### config.mk
export PLATFORM = sky130hd
export DESIGN_NAME = shiftreg_seq
export DESIGN_NICKNAME = d
export VERILOG_FILES = /design/src/rtl/shiftreg_pkg.sv /design/src/rtl/shiftreg_step.sv /design/src/rtl/shiftreg_seq.sv
export SDC_FILE = /design/constraint.sdc
export NUM_CORES = 1
export LEC_CHECK = 0
export CORE_AREA = 5 5 68 70
export CTS_BUF_LIST = sky130_fd_sc_hd__clkbuf_4
export CTS_CLUSTER_DIAMETER = 100
export DETAILED_ROUTE_END_ITERATION = 10
export DIE_AREA = 0 0 73 75
export PLACE_DENSITY_LB_ADDON = 0.1
export SETUP_SLACK_MARGIN = 0.4
export SYNTH_ARGS = -nofsm -noshare
export SYNTH_HDL_FRONTEND = slang
export SYNTH_SLANG_ARGS = --single-unit
### constraint.sdc
create_clock -name clk -period 2 [get_ports clk]
set_input_delay 0.2 -clock clk [delete_from_list [all_inputs] [get_ports clk]]
set_output_delay 0.2 -clock clk [all_outputs]
set_load 0.02 [all_outputs]
### src/rtl/shiftreg_pkg.sv
// Shared mode codes, FSM state encodings and helpers for the sequenced shift register.
package shiftreg_pkg;

    localparam logic [2:0] MODE_HOLD = 3'b000;
    localparam logic [2:0] MODE_LOAD = 3'b001;
    localparam logic [2:0] MODE_ROR  = 3'b010;
    localparam logic [2:0] MODE_SHL  = 3'b011;
    localparam logic [2:0] MODE_SHR  = 3'b100;
    localparam logic [2:0] MODE_ROL  = 3'b101;
    localparam logic [2:0] MODE_ASR  = 3'b110;
    localparam logic [2:0] MODE_CLR  = 3'b111;

    localparam logic [1:0] ST_IDLE = 2'b00;
    localparam logic [1:0] ST_RUN  = 2'b01;
    localparam logic [1:0] ST_DONE = 2'b10;

    // Hold, load and clear give the same result however often they repeat.
    function automatic logic is_one_shot(input logic [2:0] mode);
        return (mode == MODE_HOLD) || (mode == MODE_LOAD) || (mode == MODE_CLR);
    endfunction

endpackage

### src/rtl/shiftreg_step.sv
// One combinational step of the shift register.
// Serves both the idle single-step path and the multi-step RUN path.
module shiftreg_step
    import shiftreg_pkg::*;
#(
    parameter int WIDTH = 8
) (
    input  logic [2:0]       mode,
    input  logic             si,
    input  logic [WIDTH-1:0] d,
    input  logic [WIDTH-1:0] q,
    input  logic             so,
    output logic [WIDTH-1:0] next_q,
    output logic             next_so
);

    always_comb begin
        next_q  = q;
        next_so = so;
        case (mode)
            MODE_HOLD: ;
            MODE_LOAD: next_q = d;
            MODE_ROR: begin
                next_q  = {q[0], q[WIDTH-1:1]};
                next_so = q[0];
            end
            MODE_SHL: begin
                next_q  = {q[WIDTH-2:0], si};
                next_so = q[WIDTH-1];
            end
            MODE_SHR: begin
                next_q  = {si, q[WIDTH-1:1]};
                next_so = q[0];
            end
            MODE_ROL: begin
                next_q  = {q[WIDTH-2:0], q[WIDTH-1]};
                next_so = q[WIDTH-1];
            end
            MODE_ASR: begin
                next_q  = {q[WIDTH-1], q[WIDTH-1:1]};
                next_so = q[0];
            end
            MODE_CLR: next_q = '0;
        endcase
    end

endmodule

### src/rtl/shiftreg_seq.sv
// Shift register with single-step modes and a counted multi-step sequencer.
// A start in IDLE latches mode, count and load data; RUN steps, DONE pulses done.
module shiftreg_seq
    import shiftreg_pkg::*;
#(
    parameter int WIDTH = 8,
    parameter int CNT_W = 4
) (
    input  logic             clk,
    input  logic             rst,
    input  logic [2:0]       m,
    input  logic             si,
    input  logic [WIDTH-1:0] d,
    input  logic             start,
    input  logic [CNT_W-1:0] cnt,
    output logic [WIDTH-1:0] q,
    output logic             so,
    output logic             busy,
    output logic             done
);

    logic [1:0]       state;
    logic [2:0]       mode_r;
    logic [CNT_W-1:0] cnt_r;
    logic [WIDTH-1:0] data_r;

    logic             in_run;
    logic [2:0]       step_mode;
    logic [WIDTH-1:0] step_d;
    logic [WIDTH-1:0] next_q;
    logic             next_so;

    // In RUN the live m and d are ignored; the latched copies drive the step.
    assign in_run    = (state == ST_RUN);
    assign step_mode = in_run ? mode_r : m;
    assign step_d    = in_run ? data_r : d;

    shiftreg_step #(.WIDTH(WIDTH)) u_step (
        .mode    (step_mode),
        .si      (si),
        .d       (step_d),
        .q       (q),
        .so      (so),
        .next_q  (next_q),
        .next_so (next_so)
    );

    always_ff @(posedge clk or negedge rst) begin
        if (!rst) begin
            state  <= ST_IDLE;
            mode_r <= MODE_HOLD;
            cnt_r  <= '0;
            data_r <= '0;
            q      <= '0;
            so     <= 1'b0;
        end else begin
            case (state)
                ST_IDLE: begin
                    if (start) begin
                        mode_r <= m;
                        cnt_r  <= cnt;
                        data_r <= d;
                        state  <= (cnt == '0) ? ST_DONE : ST_RUN;
                    end else begin
                        q  <= next_q;
                        so <= next_so;
                    end
                end
                ST_RUN: begin
                    q  <= next_q;
                    so <= next_so;
                    if ((cnt_r == CNT_W'(1)) || is_one_shot(mode_r)) begin
                        cnt_r <= '0;
                        state <= ST_DONE;
                    end else begin
                        cnt_r <= cnt_r - CNT_W'(1);
                    end
                end
                ST_DONE: state <= ST_IDLE;
                default: state <= ST_IDLE;
            endcase
        end
    end

    assign busy = (state != ST_IDLE);
    assign done = (state == ST_DONE);

endmodule

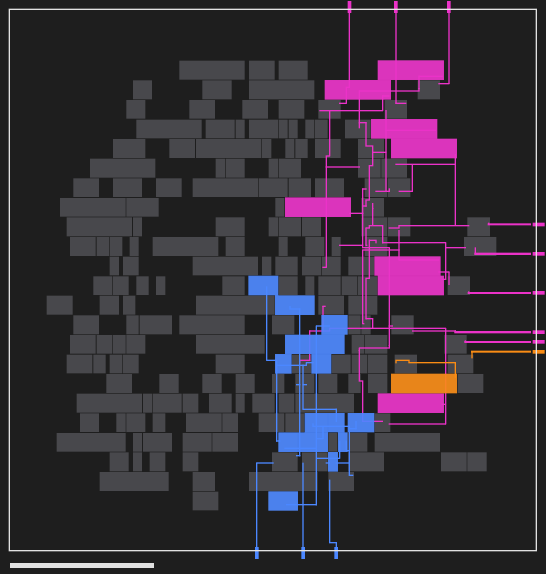
(wires at chosen ports, followed through buffers)
The bar under the picture is 20 um long.
q -> magenta  # bits 8, direction output, edge 5 right, 3 top, end cells 8, buffers 8, wire 388 um
m -> blue  # bits 3, direction input, edge bottom, end cells 14, buffers 4, wire 163 um
so -> orange  # bits 1, direction output, edge right, end cells 1, buffers 1, wire 19.9 um

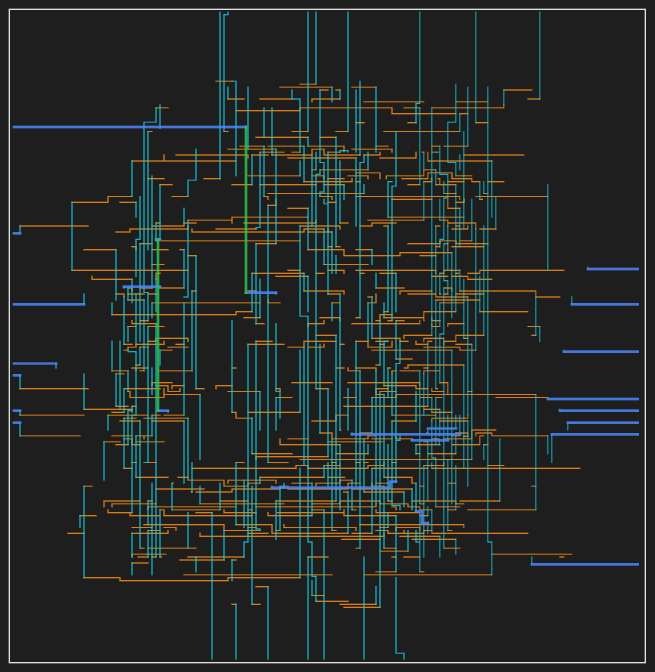
(wiring by layer)
met4 -> green  # wire length 38.8 um
met2 -> cyan  # wire length 1,960 um
met3 -> blue  # wire length 160 um
met1 -> orange  # wire length 1,670 um
total routing resource utilization after global routing: 14.86%
count of vias placed by the detailed router: 1,352
WL/cell: 15.64 um
final wirelength: 3831 um

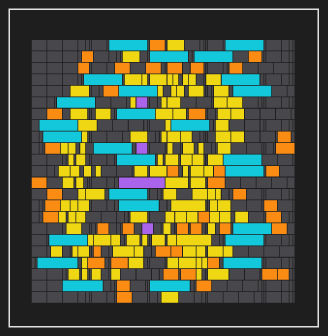
(placement by cell class)
Fill, decap, tap and diode cells in gray.
other buffers and delay cells -> orange  # cells 46
all other logic -> yellow  # cells 119
clock drivers and dummy loads -> purple  # cells 4
flip-flops -> cyan  # cells 26
Core Box Area: 0.003914 mm^2
Rows: 23
final instance area: 0.002093 mm^2
flop share of the area: 31.32%

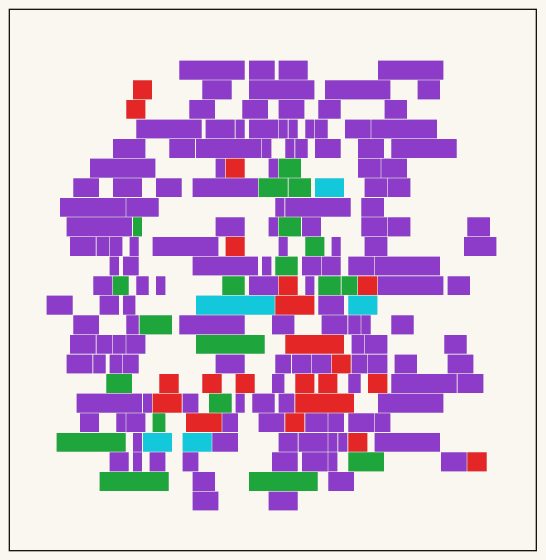
(drive-strength map)
drive 2 -> green  # cells 20
drive 1 or less -> purple  # cells 149
drive 3 to 4 -> red  # cells 21
drive 6 and up -> cyan  # cells 5

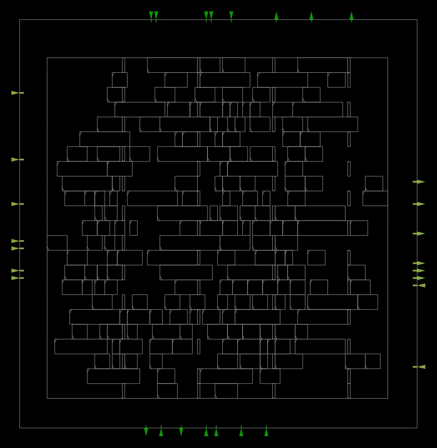
(cell placement)
total number of tap cells: 50
Core Util, Final: 53.48%
number of filler cells placed in the layout: 364
flop count: 26
number of cells in the finished layout apart from fillers: 245

==> results.txt <==
The layout was made with Yosys and OpenROAD.

Per the OpenROAD timing report, the critical path contains 5 cells. The logic gate share of total power is between 50% and 60%. The reg-to-reg setup timing slack is between 0.2 and 0.3 ns. The end-of-flow timing check tallies setup violations at 0. The critical path goes through nand2b_4, mux2i_4, buf_4, a22o_1, a221o_1.

The start-to-end type of the worst setup path is reg -> reg. Summing internal, switching and leakage power gives between 3 and 4 mW. The chip occupies approximately 0.0055 mm^2. For this run, the top clock speed supported by timing is slightly below 0.6 GHz.

In this run the remaining antenna-violating nets after routing total 0. After the first detailed-routing iteration, the DRC count stood at between 70 and 80. Leaving out the clock tree, the finished layout contains a buffer count of approximately 46. The routed wirelength on the met1 layer is recorded as between 1500 and 2000 um. Ranking logic cells in the layout by count gives the top entries sky130_fd_sc_hd__dfrtp_1 (22), sky130_fd_sc_hd__clkdlybuf4s50_1 (19), sky130_fd_sc_hd__nand2_1 (16). The combinational group power is around 1.8 mW. Of the synthesized area, sequential elements account for a little over two fifths. The worst-case hold slack is approximately 0.21 ns. The initial antenna violation count is 0. The DRC violation total left in the routed layout is recorded as 0. The run finished with clean final reports.

Yosys mapped a number of flops with a built-in enable equal to 0. Between clock sinks in the finished design, the worst skew comes to around 0.014 ns. The chip area from the yosys synthesis statistics is between 0.0015 and 0.002 mm^2. The maximum vdd ir drop is 0.7831 mV.

In this run the tightest slew margin relative to its limit is between 60 and 70%. The multi-input combinational gate total is 114. The global-route wire length before repair is roughly 6400 um. Per report_power, the clock group accounts for a little under an eighth of the total.

The total congestion overflow is 0. Logic depth along the worst register-to-register path is recorded as 5. Clock tree synthesis inserted a total of 3 buffers. The adder and majority gate portion of the synthesized area is about 1.6%. The startpoint kind of the worst setup timing path is a flip-flop. After clock tree synthesis, the clock-pin slew on the worst setup and hold paths is ~0.16 ns. Counting the warning lines in the Yosys log gives 0. Summed over all cells, the static leakage comes to between 0.9 and 1 nW. The xor and xnor fraction of the mapped netlist area is about 1.2%. The critical path in the final layout is reported with a setup slack of 0.2910 ns.

The largest power group is combinational cells. The net switching share of the total power is 41.18%. The routed length on met2 is about 2000 um. Counting the inverters off the clock network in the layout gives 5. Of the total standard cell area in the layout, the multi-input combinational portion is between 40% and 50%.

The number of standard cells after synthesis is 151. In this run the cell area measured after placement is 0.001896 mm^2. Per the cell usage report, the commonest logic cell in the layout is sky130_fd_sc_hd__dfrtp_1. Yosys shows that the main logic family after synthesis is AND-OR/OR-AND gates. The max-slew violation count is 0.

The pin closest to its max-slew limit shows a slew of 0.5791 ns. Clock cells make up 2.510% of the layout cell area. For this design, the CTS-stage hold fixing added 0 buffers. The kind of cell with the highest combined delay along the critical path is AND-OR/OR-AND gates.

The via count of the first global-routing pass was roughly 1,400. The worst setup slack after placement is 0.04242 ns. The initial cell density of the core is 38.84%.

The count of cells resized by post-cts repair is 25. The clock passes through at most 2 buffers. Routing resource usage on met1 recorded by global route was 18.16%. The power share of the sequential group is around a third. The final period utilization is between 80% and 90%.

The cell sitting at the root of the clock tree is a sky130_fd_sc_hd__clkbuf_4. Summed over the clock group, the power is 371 uW. The endpoint kind of the worst setup timing path is a flip-flop. Of the total synthesized cell area, the portion taken by AND-OR and OR-AND cells is approximately 22%. The number of setup buffers added after CTS is 6. Before any placement, the netlist area is recorded as about 0.0015 mm^2. Per the GRT log, the top usage layer is met2. Per the skew report, the later register of the worst-skew pair sees a clock latency of approximately 0.33 ns. The routed design could run at a clock period as short as roughly 1.7 ns.

The endpoint of the worst setup timing path is q[5]. Summing over the stages, the warning tally comes to 30. During placement, the flow inserted port buffers numbering 29. The net switching power in the latest report is roughly 1.3 mW. The total negative slack is 0 ns.

Entering global routing, the biggest net connects 27 pins. Looking at the area split, the leading class of cells is combinational gates. The power density over the cells is about 1500 mW/mm^2. The synthesis stat section lists a flop and latch total of 26. Per the run report, area growth between synthesis and finish was 37.70%. Counting instances in the post-synthesis netlist gives the leading cell types as sky130_fd_sc_hd__dfrtp_1 (26), sky130_fd_sc_hd__nand2_1 (16), sky130_fd_sc_hd__a21oi_1 (14), sky130_fd_sc_hd__mux2_1 (10), sky130_fd_sc_hd__nor2_1 (8). The H-tree depth is 1.

The detailed-routing iteration count for the pre-antenna-repair pass is 4. In the final layout, the registers with the most flip-flops are data_r: 8 flops, q: 8 flops, cnt_r: 4 flops. The number of cell instances after yosys synthesis is approximately 150. The top fanout value on the critical path is 6.
Power is estimated from default activity; no workload was simulated.
